### Routed metal, one color a layer

Two of the layers only.
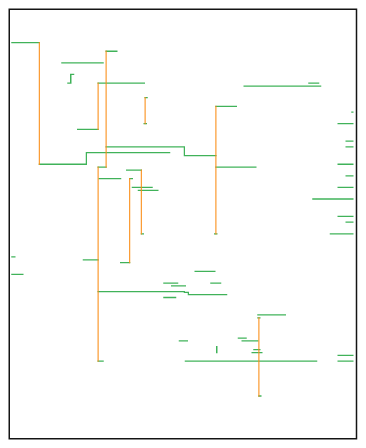
### Signal wires on met2

Bar = 20 um.
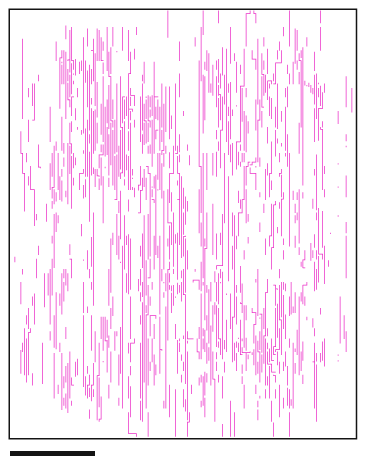
### Cell outlines without signal wires

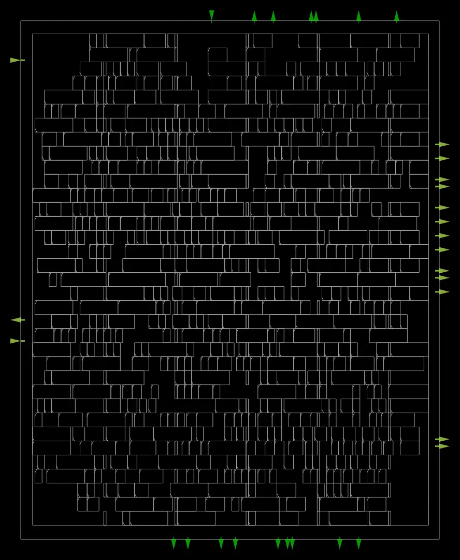
### Sequential cells colored by netlist name

Other sequential cells in the stronger gray, the rest of the logic in the fainter gray.
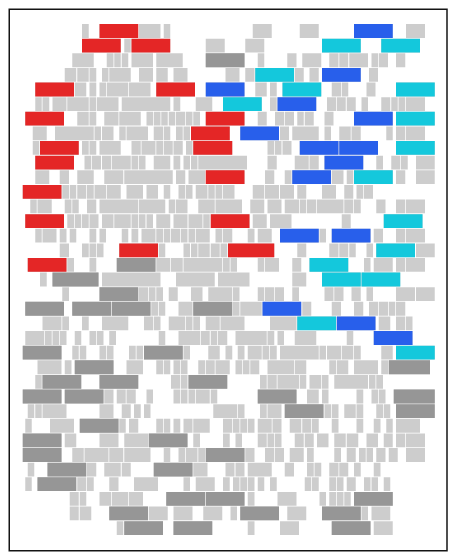
### Port wiring

Bar = 20 um.
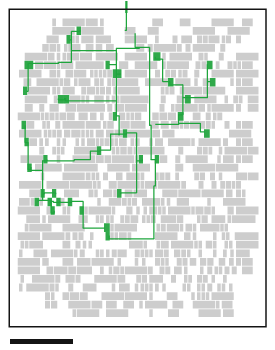
**config.mk**
```make
export PLATFORM = sky130hd
export DESIGN_NAME = mvb_rx_decoder
export DESIGN_NICKNAME = d
export VERILOG_FILES = /design/src/rtl/mvb_rx_decoder.sv
export SDC_FILE = /design/constraint.sdc
export NUM_CORES = 1
export LEC_CHECK = 0
export ABC_AREA = 1
export CAP_MARGIN = 10
export CORE_ASPECT_RATIO = 1.25
export CORE_MARGIN = 2
export CORE_UTILIZATION = 52
export DETAILED_ROUTE_END_ITERATION = 8
export PLACE_DENSITY_LB_ADDON = 0.05
export SYNTH_ARGS = -nofsm -noshare
export SYNTH_HDL_FRONTEND = slang
export SYNTH_SLANG_ARGS = --single-unit
```
**constraint.sdc**
```tcl
create_clock -name clk_24M -period 1.87 [get_ports clk_24M]
set_input_delay 0.187 -clock clk_24M [delete_from_list [all_inputs] [get_ports clk_24M]]
set_output_delay 0.187 -clock clk_24M [all_outputs]
set_load 0.005 [all_outputs]
```
**src/rtl/mvb_rx_decoder.sv**
```systemverilog
// MVB receive decoder: oversampled Manchester line -> start delimiter detect, MSB-first 16-bit words, end/error flags.
// Optional build macro MVB_RX_GLITCH_FILTER_EN inserts a 3-sample majority filter ahead of edge detection.
module mvb_rx_decoder #(
    parameter int          SAMPLES_PER_HALF = 8,
    parameter logic [17:0] MASTER_DELIM     = 18'b10_11_00_01_11_00_01_01_01,
    parameter logic [17:0] SLAVE_DELIM      = 18'b10_10_10_10_00_11_10_00_11,
    parameter int          MAX_WORDS        = 64,
    parameter int          IDLE_TIMEOUT     = 48
) (
    input  logic        clk_24M,
    input  logic        rst,
    input  logic        line_in,
    output logic [15:0] rx_data,
    output logic        rx_data_valid,
    output logic        master_frame,
    output logic        slave_frame,
    output logic [6:0]  frame_length,
    output logic        decode_frame_over,
    output logic        code_error,
    output logic        busy
);
    localparam int PW = $clog2(SAMPLES_PER_HALF);
    localparam int TW = $clog2(IDLE_TIMEOUT + 1);

    typedef enum logic [1:0] {IDLE, SYNC, DATA} state_t;

    logic [1:0]    sync_q;
    logic [2:0]    hist_q;
    logic          cur, prev, edge_det;
    logic [PW-1:0] phase_q, phase_d;
    logic [TW-1:0] idle_q, idle_d;
    logic          cap_stb, timeout;
    logic [1:0]    vld_pipe_q, bit_pipe_q;
    logic          cap, cbit;
    logic [17:0]   shreg_q, shreg_d;

    state_t        state_q, state_d;
    logic          master_q, master_d, slave_q, slave_d, busy_q, busy_d;
    logic [6:0]    flen_q, flen_d;
    logic [15:0]   rx_data_q, rx_data_d, word_q, word_d;
    logic          rx_valid_q, rx_valid_d, over_q, over_d, err_q, err_d;
    logic [3:0]    bit_cnt_q, bit_cnt_d;
    logic          pair_ph_q, pair_ph_d;
    logic          fail, done;

`ifdef MVB_RX_GLITCH_FILTER_EN
    logic filt_q, filt_prev_q;
    always_ff @(posedge clk_24M) begin
        if (rst) begin
            filt_q      <= 1'b0;
            filt_prev_q <= 1'b0;
        end else begin
            filt_q      <= (hist_q[0] & hist_q[1]) | (hist_q[0] & hist_q[2]) | (hist_q[1] & hist_q[2]);
            filt_prev_q <= filt_q;
        end
    end
    assign cur  = filt_q;
    assign prev = filt_prev_q;
`else
    assign cur  = hist_q[1];
    assign prev = hist_q[2];
`endif

    assign edge_det = cur ^ prev;
    assign cap_stb  = (phase_q == PW'(SAMPLES_PER_HALF / 2));
    assign timeout  = (idle_q == TW'(IDLE_TIMEOUT));
    assign cap      = vld_pipe_q[1];
    assign cbit     = bit_pipe_q[1];

    always_comb begin
        phase_d = phase_q + 1'b1;
        if (edge_det || phase_q == PW'(SAMPLES_PER_HALF - 1))
            phase_d = '0;
        idle_d = idle_q;
        if (edge_det)
            idle_d = '0;
        else if (!timeout)
            idle_d = idle_q + 1'b1;
        shreg_d = cap ? {shreg_q[16:0], cbit} : shreg_q;
    end

    always_comb begin
        state_d    = state_q;
        master_d   = master_q;
        slave_d    = slave_q;
        flen_d     = flen_q;
        rx_data_d  = rx_data_q;
        word_d     = word_q;
        bit_cnt_d  = bit_cnt_q;
        pair_ph_d  = pair_ph_q;
        rx_valid_d = 1'b0;
        over_d     = 1'b0;
        err_d      = 1'b0;
        fail       = 1'b0;
        done       = 1'b0;
        case (state_q)
            IDLE: if (edge_det) state_d = SYNC;
            SYNC: begin
                if (cap && (shreg_d == MASTER_DELIM || shreg_d == SLAVE_DELIM)) begin
                    state_d   = DATA;
                    master_d  = (shreg_d == MASTER_DELIM);
                    slave_d   = (shreg_d == SLAVE_DELIM);
                    flen_d    = '0;
                    bit_cnt_d = '0;
                    pair_ph_d = 1'b0;
                end else if (timeout) begin
                    state_d = IDLE;
                end
            end
            DATA: begin
                if (timeout) begin
                    fail = 1'b1;
                end else if (cap) begin
                    pair_ph_d = ~pair_ph_q;
                    // shreg_q[0] is the first half of the pair; it equals the data bit for 10/01
                    if (pair_ph_q) begin
                        case ({shreg_q[0], cbit})
                            2'b10, 2'b01: begin
                                word_d    = {word_q[14:0], shreg_q[0]};
                                bit_cnt_d = bit_cnt_q + 1'b1;
                                if (bit_cnt_q == 4'd15) begin
                                    if (flen_q == 7'(MAX_WORDS)) begin
                                        fail = 1'b1;
                                    end else begin
                                        rx_data_d  = word_d;
                                        rx_valid_d = 1'b1;
                                        flen_d     = flen_q + 1'b1;
                                    end
                                end
                            end
                            2'b00: begin
                                if (bit_cnt_q == 4'd0 && flen_q != 7'd0)
                                    done = 1'b1;
                                else
                                    fail = 1'b1;
                            end
                            default: fail = 1'b1;
                        endcase
                    end
                end
            end
            default: state_d = IDLE;
        endcase
        if (fail || done) begin
            state_d  = IDLE;
            master_d = 1'b0;
            slave_d  = 1'b0;
            err_d    = fail;
            over_d   = done;
        end
        busy_d = (state_d != IDLE);
    end

    always_ff @(posedge clk_24M) begin
        if (rst) begin
            sync_q     <= '0;
            hist_q     <= '0;
            phase_q    <= '0;
            idle_q     <= '0;
            vld_pipe_q <= '0;
            bit_pipe_q <= '0;
            shreg_q    <= '0;
            state_q    <= IDLE;
            master_q   <= 1'b0;
            slave_q    <= 1'b0;
            busy_q     <= 1'b0;
            flen_q     <= '0;
            rx_data_q  <= '0;
            word_q     <= '0;
            rx_valid_q <= 1'b0;
            over_q     <= 1'b0;
            err_q      <= 1'b0;
            bit_cnt_q  <= '0;
            pair_ph_q  <= 1'b0;
        end else begin
            sync_q     <= {sync_q[0], line_in};
            hist_q     <= {hist_q[1:0], sync_q[1]};
            phase_q    <= phase_d;
            idle_q     <= idle_d;
            // prev is the pre-edge sample, so a capture coinciding with an edge stays in its half-bit
            vld_pipe_q <= {vld_pipe_q[0], cap_stb};
            bit_pipe_q <= {bit_pipe_q[0], prev};
            shreg_q    <= shreg_d;
            state_q    <= state_d;
            master_q   <= master_d;
            slave_q    <= slave_d;
            busy_q     <= busy_d;
            flen_q     <= flen_d;
            rx_data_q  <= rx_data_d;
            word_q     <= word_d;
            rx_valid_q <= rx_valid_d;
            over_q     <= over_d;
            err_q      <= err_d;
            bit_cnt_q  <= bit_cnt_d;
            pair_ph_q  <= pair_ph_d;
        end
    end

    assign rx_data           = rx_data_q;
    assign rx_data_valid     = rx_valid_q;
    assign master_frame      = master_q;
    assign slave_frame       = slave_q;
    assign frame_length      = flen_q;
    assign decode_frame_over = over_q;
    assign code_error        = err_q;
    assign busy              = busy_q;
endmodule

```
==> summary.json <==
{
  "whs_path_depth": {"value": 3},
  "finalSetupViolCount": {"value": 12},
  "status": {"value": "finished, violations left"},
  "max-clock-path-buffers": {"value": 2},
  "final.signal_buffer_count": {"value": 75},
  "path_max_fanout": {"value": 15},
  "num_antenna_cells": {"value": 0},
  "sh_seq_area": {"value": 0.348},
  "post-route-worst-setup-slack": {"value": -0.0709, "unit": "ns"},
  "ys.warnings.count": {"value": 0},
  "antenna_found_initial": {"value": 0},
  "design.final.nets": {"value": 624},
  "postSynthAreaPerCell": {"value": 7.12, "unit": "um^2"},
  "failed_checks": {"value": "negative setup slack"},
  "synth_top_flop_cell": {"value": "dfxtp_1"},
  "non_clock_inverter_count": {"value": 84},
  "tally_of_non_filler_cells_in_the_final_layout": {"value": 707},
  "drt_pass1_iterations": {"value": 5},
  "grt_max_degree": {"value": 29},
  "fmaxAchievable": {"value": 0.515, "unit": "GHz"},
  "clock_insertion_delay_worst_skew": {"value": 0.37, "unit": "ns"},
  "clk_root_buffer_cell": {"value": "clkbuf_8"},
  "cp_data_arrival_time": {"value": 2.24, "unit": "ns"},
  "vdd.ir_drop.worst": {"value": 0.572, "unit": "mV"},
  "clkTransAtPathRegs": {"value": 0.09, "unit": "ns"},
  "yosysChipArea": {"value": 0.00387, "unit": "mm^2"},
  "cp-start-kind": {"value": "flip-flop"}
}
## Picture notes: 'Routed metal, one color a layer'
orange -> M4  # wire length 201 um
green -> M3  # wire length 304 um
vias: 3593
Overall Global Routing Usage: 0.218

## Picture notes: 'Signal wires on met2'
share of all routed wire = 51%
wire length on this layer = 4450 um
nets with wire on the layer = 512
total length of routed wires: 8760 um
Global Route met2 Usage: 0.376

## Picture notes: 'Cell outlines without signal wires'
Std-Cell Rows: 35
Tapcell Cnt: 92
number of sequential cells in the layout: 87

## Picture notes: 'Sequential cells colored by netlist name'
red -> shreg_q  # sequential cells 18
cyan -> rx_data  # sequential cells 16
blue -> word_q  # sequential cells 15
sequential logic power: 1900 uW
Final Core Density: 0.689

## Picture notes: 'Port wiring'
green -> rst  # bits 1, direction input, end cells 37, buffers 3, wire 416 um
IO Port Bufs: 31
count of pins on the block boundary: 32

## worst max-delay path, cell delays in order, from the launching register on
cell and delay, ns:
dfxtp_4 0.40, buf_12 0.15, inv_6 0.07, nand2_1 0.10, nand2_2 0.08, nor2_4 0.13
nand3_2 0.07, nor2_1 0.12, nand2_1 0.10, nand2_2 0.12, nand2_4 0.09, nand2_8 0.10
nand3_4 0.11, nand2_2 0.09, inv_2 0.03, nor2_2 0.08
## flip-flops by register name, summed over array words and instances (netlist names), 3 cells and up
signal,flops
frame_length,7
hist_q,3
idle_q,6
word_q,15
shreg_q,18
bit_cnt_q,4
rx_data,16
phase_q,3
## cell families (layout without fill, tap and decap cells)
group / count (synthesis) / count (layout)
buffers and inverters: 105 / 175
adder cells (fa/ha/maj): 11 / 11
AND/OR/NAND/NOR: 247 / 248
AND-OR/OR-AND: 91 / 91
XOR/XNOR: 3 / 3
flip-flops: 87 / 87
## report_power, final
part	switching [uW]	internal, uW
clock network	717	630
registers	23.1	1880
logic	137	107
total	877	2620
## worst paths after layout
kind | startpoint | endpoint | slack [ns]
min reg2reg | vld_pipe_q[0]$_SDFF_PP0_ | vld_pipe_q[1]$_SDFF_PP0_ | 0.40
max | vld_pipe_q[1]$_SDFF_PP0_ | frame_length[1]$_SDFFE_PP0P_ | -0.07
max reg2reg | vld_pipe_q[1]$_SDFF_PP0_ | frame_length[1]$_SDFFE_PP0P_ | -0.07
min | line_in | sync_q[0]$_SDFF_PP0_ | 0.32
## per-layer routing
metal | wire (um) | GRT usage | vias to the layer above
li1 | - | - | 1839
met1 | 3800 | 0.258 | 1655
met4 | 201 | 0.103 | 0
met2 | 4450 | 0.376 | 76
met5 | 0 | 0 | -
met3 | 303 | 0.0412 | 23
Power figures rest on the tool's default switching activity, not on a simulated workload.
